===== config.mk =====
export PLATFORM = sky130hd
export DESIGN_NAME = seg7_scan_decoder
export DESIGN_NICKNAME = d
export VERILOG_FILES = /design/src/rtl/seg7_scan_decoder.sv
export SDC_FILE = /design/constraint.sdc
export NUM_CORES = 1
export LEC_CHECK = 0
export ABC_AREA = 1
export CAP_MARGIN = 20
export CORE_ASPECT_RATIO = 1.1
export CORE_MARGIN = 2
export CORE_UTILIZATION = 45
export DETAILED_ROUTE_END_ITERATION = 6
export DONT_BUFFER_PORTS = 1
export PLACE_DENSITY = 0.58
export RECOVER_POWER = 25
export REMOVE_ABC_BUFFERS = 1
export SKIP_LAST_GASP = 1
export SLEW_MARGIN = 20
export SYNTH_ARGS = -nofsm -noshare
export SYNTH_HDL_FRONTEND = slang
export SYNTH_SLANG_ARGS = --single-unit

===== constraint.sdc =====
create_clock -name CLK -period 11.1 [get_ports CLK]
set_input_delay 1.11 -clock CLK [delete_from_list [all_inputs] [get_ports CLK]]
set_output_delay 1.11 -clock CLK [all_outputs]
set_load 0.05 [all_outputs]

===== src/rtl/seg7_scan_decoder.sv =====
`default_nettype none
// ============================================================================
//  Module      : seg7_scan_decoder
//  Description : Receive-side decoder for a multiplexed 4-digit 7-segment
//                display bus. Captures each digit after a stable dwell,
//                decodes it to BCD, and converts each complete frame to a
//                14-bit binary value with a one-cycle VALID (or ERR) strobe.
//  Options     : SEG7DEC_BLANK_ZERO_EN - decode all-off (1111111) as digit 0
//  Revision    : 1.0 - initial release
// ============================================================================
module seg7_scan_decoder #(
  parameter int SETTLE  = 4,
  parameter int TIMEOUT = 200000
) (
  input  logic        CLK,
  input  logic        RST,
  input  logic [6:0]  SEG7OUT,
  input  logic [3:0]  SEG7COM,
  output logic [13:0] BIN,
  output logic [3:0]  THOUSANDS,
  output logic [3:0]  HUNDREDS,
  output logic [3:0]  TENS,
  output logic [3:0]  ONES,
  output logic        VALID,
  output logic        ERR
);

  localparam int c_CNT_W = $clog2(SETTLE + 1);
  localparam int c_TMO_W = $clog2(TIMEOUT + 1);

  typedef enum logic [1:0] {
    ST_COLLECT = 2'd0,
    ST_CONV    = 2'd1,
    ST_DONE    = 2'd2
  } state_t;

  state_t              r_state;
  state_t              w_state_next;

  logic [6:0]          r_seg_meta, r_seg_sync;
  logic [3:0]          r_com_meta, r_com_sync;
  logic [10:0]         r_prev;
  logic [c_CNT_W-1:0]  r_cnt;
  logic [c_TMO_W-1:0]  r_tmo;
  logic [3:0]          r_mask;
  logic                r_err;
  logic [3:0][3:0]     r_dig;      // index 0 = thousands ... 3 = ones
  logic [1:0]          r_step;
  logic [13:0]         r_acc;

  logic [10:0]         w_cur;
  logic                w_same;
  logic                w_onehot;
  logic [1:0]          w_idx;
  logic [3:0]          w_dbit;
  logic                w_capture;
  logic                w_mask_full;
  logic [4:0]          w_dec;
  logic [13:0]         w_acc_next;

  // Decode an active-low segment pattern to {invalid, digit}.
  function automatic logic [4:0] f_decode(input logic [6:0] seg);
    case (seg)
      7'b1000000: f_decode = {1'b0, 4'd0};
      7'b1111001: f_decode = {1'b0, 4'd1};
      7'b0100100: f_decode = {1'b0, 4'd2};
      7'b0110000: f_decode = {1'b0, 4'd3};
      7'b0011001: f_decode = {1'b0, 4'd4};
      7'b0010010: f_decode = {1'b0, 4'd5};
      7'b0000010: f_decode = {1'b0, 4'd6};
      7'b1111000: f_decode = {1'b0, 4'd7};
      7'b0000000: f_decode = {1'b0, 4'd8};
      7'b0010000: f_decode = {1'b0, 4'd9};
`ifdef SEG7DEC_BLANK_ZERO_EN
      7'b1111111: f_decode = {1'b0, 4'd0};
`else
      7'b1111111: f_decode = {1'b1, 4'hF};
`endif
      default:    f_decode = {1'b1, 4'hF};
    endcase
  endfunction

  // Two-flop synchronizer; idles high so reset looks like a blank bus.
  always_ff @(posedge CLK or posedge RST) begin
    if (RST) begin
      r_seg_meta <= 7'h7F;
      r_seg_sync <= 7'h7F;
      r_com_meta <= 4'hF;
      r_com_sync <= 4'hF;
    end else begin
      r_seg_meta <= SEG7OUT;
      r_seg_sync <= r_seg_meta;
      r_com_meta <= SEG7COM;
      r_com_sync <= r_com_meta;
    end
  end

  assign w_cur  = {r_com_sync, r_seg_sync};
  assign w_same = (w_cur == r_prev);

  // Stability counter: counts matching cycles, saturates at SETTLE.
  always_ff @(posedge CLK or posedge RST) begin
    if (RST) begin
      r_prev <= 11'h7FF;
      r_cnt  <= '0;
    end else begin
      r_prev <= w_cur;
      if (!w_same)
        r_cnt <= '0;
      else if (r_cnt != c_CNT_W'(SETTLE))
        r_cnt <= r_cnt + 1'b1;
    end
  end

  // Map the active-low common to a digit index; only one low bit is legal.
  always_comb begin
    w_onehot = 1'b1;
    w_idx    = 2'd0;
    case (r_com_sync)
      4'b1110: w_idx = 2'd0;
      4'b1101: w_idx = 2'd1;
      4'b1011: w_idx = 2'd2;
      4'b0111: w_idx = 2'd3;
      default: w_onehot = 1'b0;
    endcase
  end

  assign w_dbit      = ~r_com_sync;
  assign w_dec       = f_decode(r_seg_sync);
  // The current sample must also match, so a dwell needs SETTLE+1 cycles.
  assign w_capture   = w_same && (r_cnt == c_CNT_W'(SETTLE - 1)) && w_onehot
                       && (r_state == ST_COLLECT);
  assign w_mask_full = ((r_mask | w_dbit) == 4'hF);
  assign w_acc_next  = (r_acc << 3) + (r_acc << 1) + {10'd0, r_dig[r_step]};

  // State register.
  always_ff @(posedge CLK or posedge RST) begin
    if (RST) r_state <= ST_COLLECT;
    else     r_state <= w_state_next;
  end

  // Next-state logic.
  always_comb begin
    w_state_next = r_state;
    case (r_state)
      ST_COLLECT: if (w_capture && w_mask_full) w_state_next = ST_CONV;
      ST_CONV:    if (r_step == 2'd3)           w_state_next = ST_DONE;
      ST_DONE:    w_state_next = ST_COLLECT;
      default:    w_state_next = ST_COLLECT;
    endcase
  end

  // Frame collection, timeout and BCD-to-binary accumulation.
  always_ff @(posedge CLK or posedge RST) begin
    if (RST) begin
      r_dig  <= '0;
      r_mask <= 4'h0;
      r_err  <= 1'b0;
      r_tmo  <= '0;
      r_step <= 2'd0;
      r_acc  <= 14'd0;
    end else begin
      if (w_capture) begin
        r_dig[w_idx] <= w_dec[3:0];
        r_mask       <= r_mask | w_dbit;
        r_tmo        <= '0;
        r_acc        <= 14'd0;
        r_step       <= 2'd0;
        if (w_dec[4]) r_err <= 1'b1;
      end else if ((r_state == ST_COLLECT) && (r_mask != 4'h0)) begin
        if (r_tmo == c_TMO_W'(TIMEOUT - 1)) begin
          r_mask <= 4'h0;
          r_err  <= 1'b0;
          r_tmo  <= '0;
        end else begin
          r_tmo <= r_tmo + 1'b1;
        end
      end
      if (r_state == ST_CONV) begin
        r_acc  <= w_acc_next;
        r_step <= r_step + 1'b1;
      end
      if (r_state == ST_DONE) begin
        r_mask <= 4'h0;
        r_err  <= 1'b0;
      end
    end
  end

  // Outputs update on entry to DONE so the strobe is high during DONE.
  always_ff @(posedge CLK or posedge RST) begin
    if (RST) begin
      BIN       <= 14'd0;
      THOUSANDS <= 4'd0;
      HUNDREDS  <= 4'd0;
      TENS      <= 4'd0;
      ONES      <= 4'd0;
      VALID     <= 1'b0;
      ERR       <= 1'b0;
    end else begin
      VALID <= 1'b0;
      ERR   <= 1'b0;
      if ((r_state == ST_CONV) && (r_step == 2'd3)) begin
        if (r_err) begin
          ERR <= 1'b1;
        end else begin
          VALID     <= 1'b1;
          BIN       <= w_acc_next;
          THOUSANDS <= r_dig[0];
          HUNDREDS  <= r_dig[1];
          TENS      <= r_dig[2];
          ONES      <= r_dig[3];
        end
      end
    end
  end

endmodule
`default_nettype wire


run_1/floorplan.png
Scale: 4 px per um. Pins as bars on the die edge.
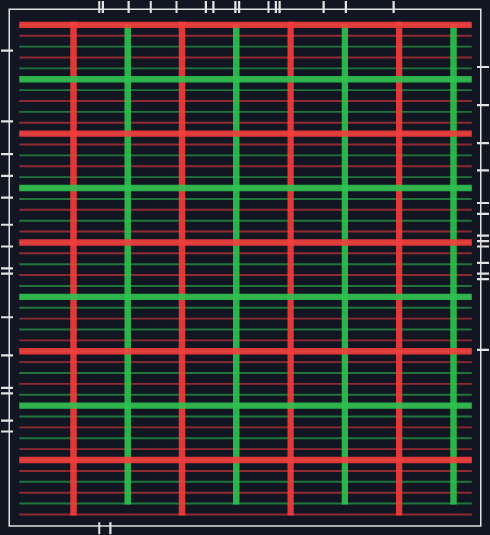
colour	net
green	VDD
red	VSS
met4 straps	8
signal pins	45
die width: 117 um
height of the die: 129 um
VDD IR max: 0.105 mV
core footprint: 13900 sq um

run_1/clock_wires.png
Scale: 4 px per um.
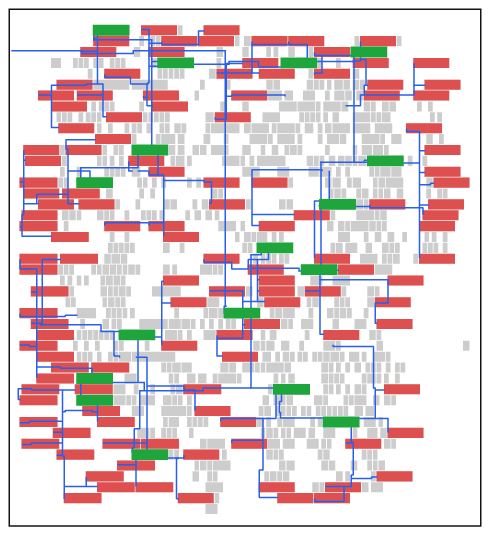
[green] clock-net drivers | count: 17
[red] flip-flops | count: 124
[blue] clock wires | length: 1690 um
routed clock nets	18
Clk. pwr: 550 uW
Clock Skews: 0.00779 ns
clock latency on the worst-skew pair: 0.42 ns
clock share of power: 52.9%

run_1/congestion_map.png
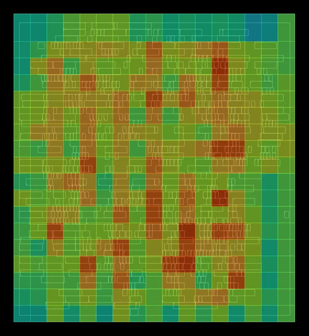
Total GRT Usage: 19.1%
GRT Max-Usage Layer: met2
met1 Use GR: 23.6%

==> results_slide.txt, run 1 <==
Physical Implementation Snapshot

Synthesis
  • Most instantiated library cell after synthesis: nand2_1
  • XORs/XNORs by Area: 3.43%
  • Top-area cell share: 35.7%
  • Avg Cell Area, Syn: 8.28 sq um
  • Adder-cell area share of the yosys netlist: 5.93%
  • Logic family by area: simple AND/OR/NAND/NOR gates
  • Number of enable flip-flop cells: 0
  • FFs w/ async S/R, synth: 100%

Setup path
  • Worst R2R Setup Slack: 8.03 ns
  • Worst path cell trace: clkinvlp_2 -> buf_4
  • R2R Path End: BIN[9]
  • WP data arrival: 3.74 ns

Floorplan
  • Die Area: between 15000 and 20000 sq um
  • Well Taps: about 190

Pwr
  • Switching power: 230 uW
  • Int Pwr: ~800 uW
  • Comb. pwr: 21.3 uW
  • PnR Total Power: 1040 uW
  • P_seq: 468 uW
  • P_leak: 0.00367 uW
  • Logic pwr share: 2.0%

Placement
  • Post-DP HPWL: 9300 um
  • Place WS: 8.02 ns

Layout
  • Largest register FFs: 18
  • Most flop-heavy register: r_tmo
  • ANT cells: 0
  • Post-Layout Cell Count: 972
  • Clock Buffer Count: 21
  • Top flop regs: r_tmo (18), r_dig (16), BIN (14)

Final timing
  • Cycle use final: 29.2%
  • Final Max Tran Viols: between 70 and 80
  • RSZ-0062 raised after global routing: no

Detailed routing
  • Vias per inst: 5.04
  • Post-DR wirelength/cell: 13.7 um
  • DRC errors left: 0
  • Via count: 4902
  • Antenna-violating nets left: 0

Clock tree
  • H-tree depth: 4
  • Clk sink count: 124
  • Number of buffers created by CTS: 17
  • Clock Tree Root: clkbuf_16

Status
  • Failing checks: capacitance limit, slew limit
  • Status: finished with violations

Job
  • Max Cap Viol: 1

GRT
  • First-pass GRT wire length: 23000 um
run_1/m4.png
Scale: 3 px per um.
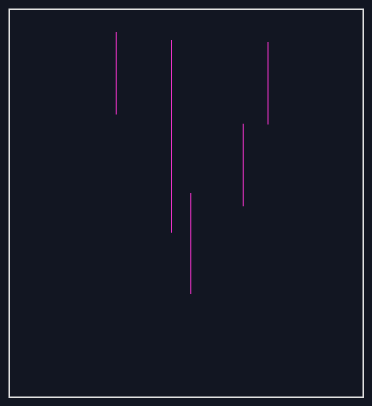

## Run 2: what changed since run 1
--- a/config.mk
+++ b/config.mk
@@ -12,7 +12,7 @@
 export CORE_UTILIZATION = 45
 export DETAILED_ROUTE_END_ITERATION = 6
 export DONT_BUFFER_PORTS = 1
-export PLACE_DENSITY = 0.58
+export PLACE_DENSITY = 0.6
 export RECOVER_POWER = 25
 export REMOVE_ABC_BUFFERS = 1
 export SKIP_LAST_GASP = 1
==> constraint.sdc (replaced) <==
create_clock -name CLK -period 2.93 [get_ports CLK]
set_input_delay 0.293 -clock CLK [delete_from_list [all_inputs] [get_ports CLK]]
set_output_delay 0.293 -clock CLK [all_outputs]
set_load 0.05 [all_outputs]
run_2/m4.png
Scale: 3 px per um.
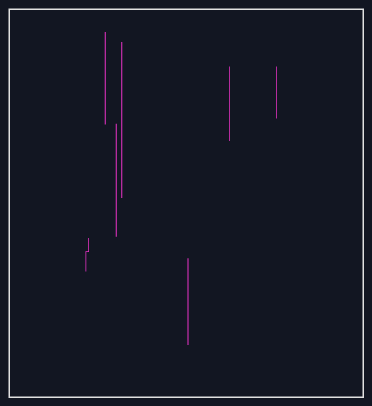
main direction	vertical
share of all routed wire	1.5%
wire length on this layer	202 um
WL final: 13500 um
via count: 4941

run_2/floorplan.png
Scale: 4 px per um. Pins as bars on the die edge.
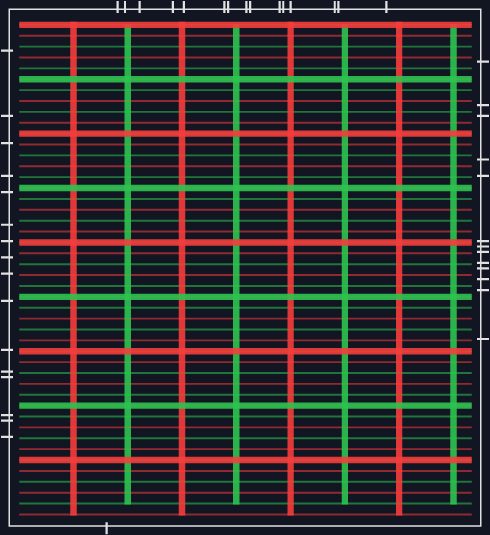
colour	net
red	VSS
green	VDD
met4 straps	8
signal pins	45
met5 straps	9
met1 rails	46
rows	45
VDD IR max: 0.442 mV

==> run 2 against run 1 <==
Effect of this change: the run still ends with capacitance limit, slew limit left; cell area grew 2.2%; clock power grew to 3.7 times the previous value; global-route usage grew 0.50 points; critical endpoint is now BIN[8]; largest power group unchanged.
==> results_slide.txt, run 2 <==
Physical Implementation Snapshot

Synthesis
  • FFs w/ async S/R, synth: 100% (unchanged)
  • Avg Cell Area, Syn: 8.28 sq um (unchanged)
  • Adder-cell area share of the yosys netlist: 5.93% (unchanged)
  • XORs/XNORs by Area: 3.43% (unchanged)
  • Most instantiated library cell after synthesis: nand2_1 (unchanged)
  • Number of enable flip-flop cells: 0 (unchanged)

Setup path
  • WP data arrival: 3.00 ns (was 3.74 ns)
  • R2R Path End: BIN[8] (was BIN[9])

Placement
  • Post-DP HPWL: 9520 um (was 9300 um)
  • Place WS: 0.0687 ns (was 8.02 ns)

Detailed routing
  • Antenna-violating nets left: 0 (unchanged)
  • Vias per inst: 4.99 (was 5.04)
  • Post-DR wirelength/cell: 13.6 um (was 13.7 um)

Clock tree
  • Clock latency on the worst-skew pair: 0.43 ns (was 0.42 ns)
  • H-tree depth: 4 (unchanged)
  • Clock Tree Root: clkbuf_16 (unchanged)
  • Clk sink count: 124 (unchanged)
  • Number of buffers created by CTS: 17 (unchanged)

Pwr
  • PnR Total Power: 3880 uW (was 1040 uW)
  • Clk. pwr: 2010 uW (was 550 uW)
  • Logic pwr share: 2.5% (was 2.0%)
  • Int Pwr: 3040 uW (was 809 uW)
  • Switching power: 836 uW (was 230 uW)
  • Comb. pwr: 97.0 uW (was 21.3 uW)

Job
  • Max Cap Viol: 1 (unchanged)

GRT
  • First-pass GRT wire length: 23700 um (was 23000 um)
  • GRT Max-Usage Layer: met2 (unchanged)
  • Met1 Use GR: 23.7% (was 23.6%)

Layout
  • Clock Buffer Count: 22 (was 21)
  • Top flop regs: r_tmo (18), r_dig (16), BIN (14) (unchanged)
  • Most flop-heavy register: r_tmo (unchanged)

Floorplan
  • Well Taps: 188 (unchanged)
  • Core footprint: 13900 sq um (unchanged)
  • Die Area: 15100 sq um (unchanged)

Status
  • Failing checks: capacitance limit, slew limit (unchanged)
  • Status: finished with violations (unchanged)

Final timing
  • Clock Skews: 0.0103 ns (was 0.00779 ns)
  • Cycle use final: 91.6%
  • Final Max Tran Viols: 46 (was 78)
No activity file was given, so power comes from the tool's default toggle rates.
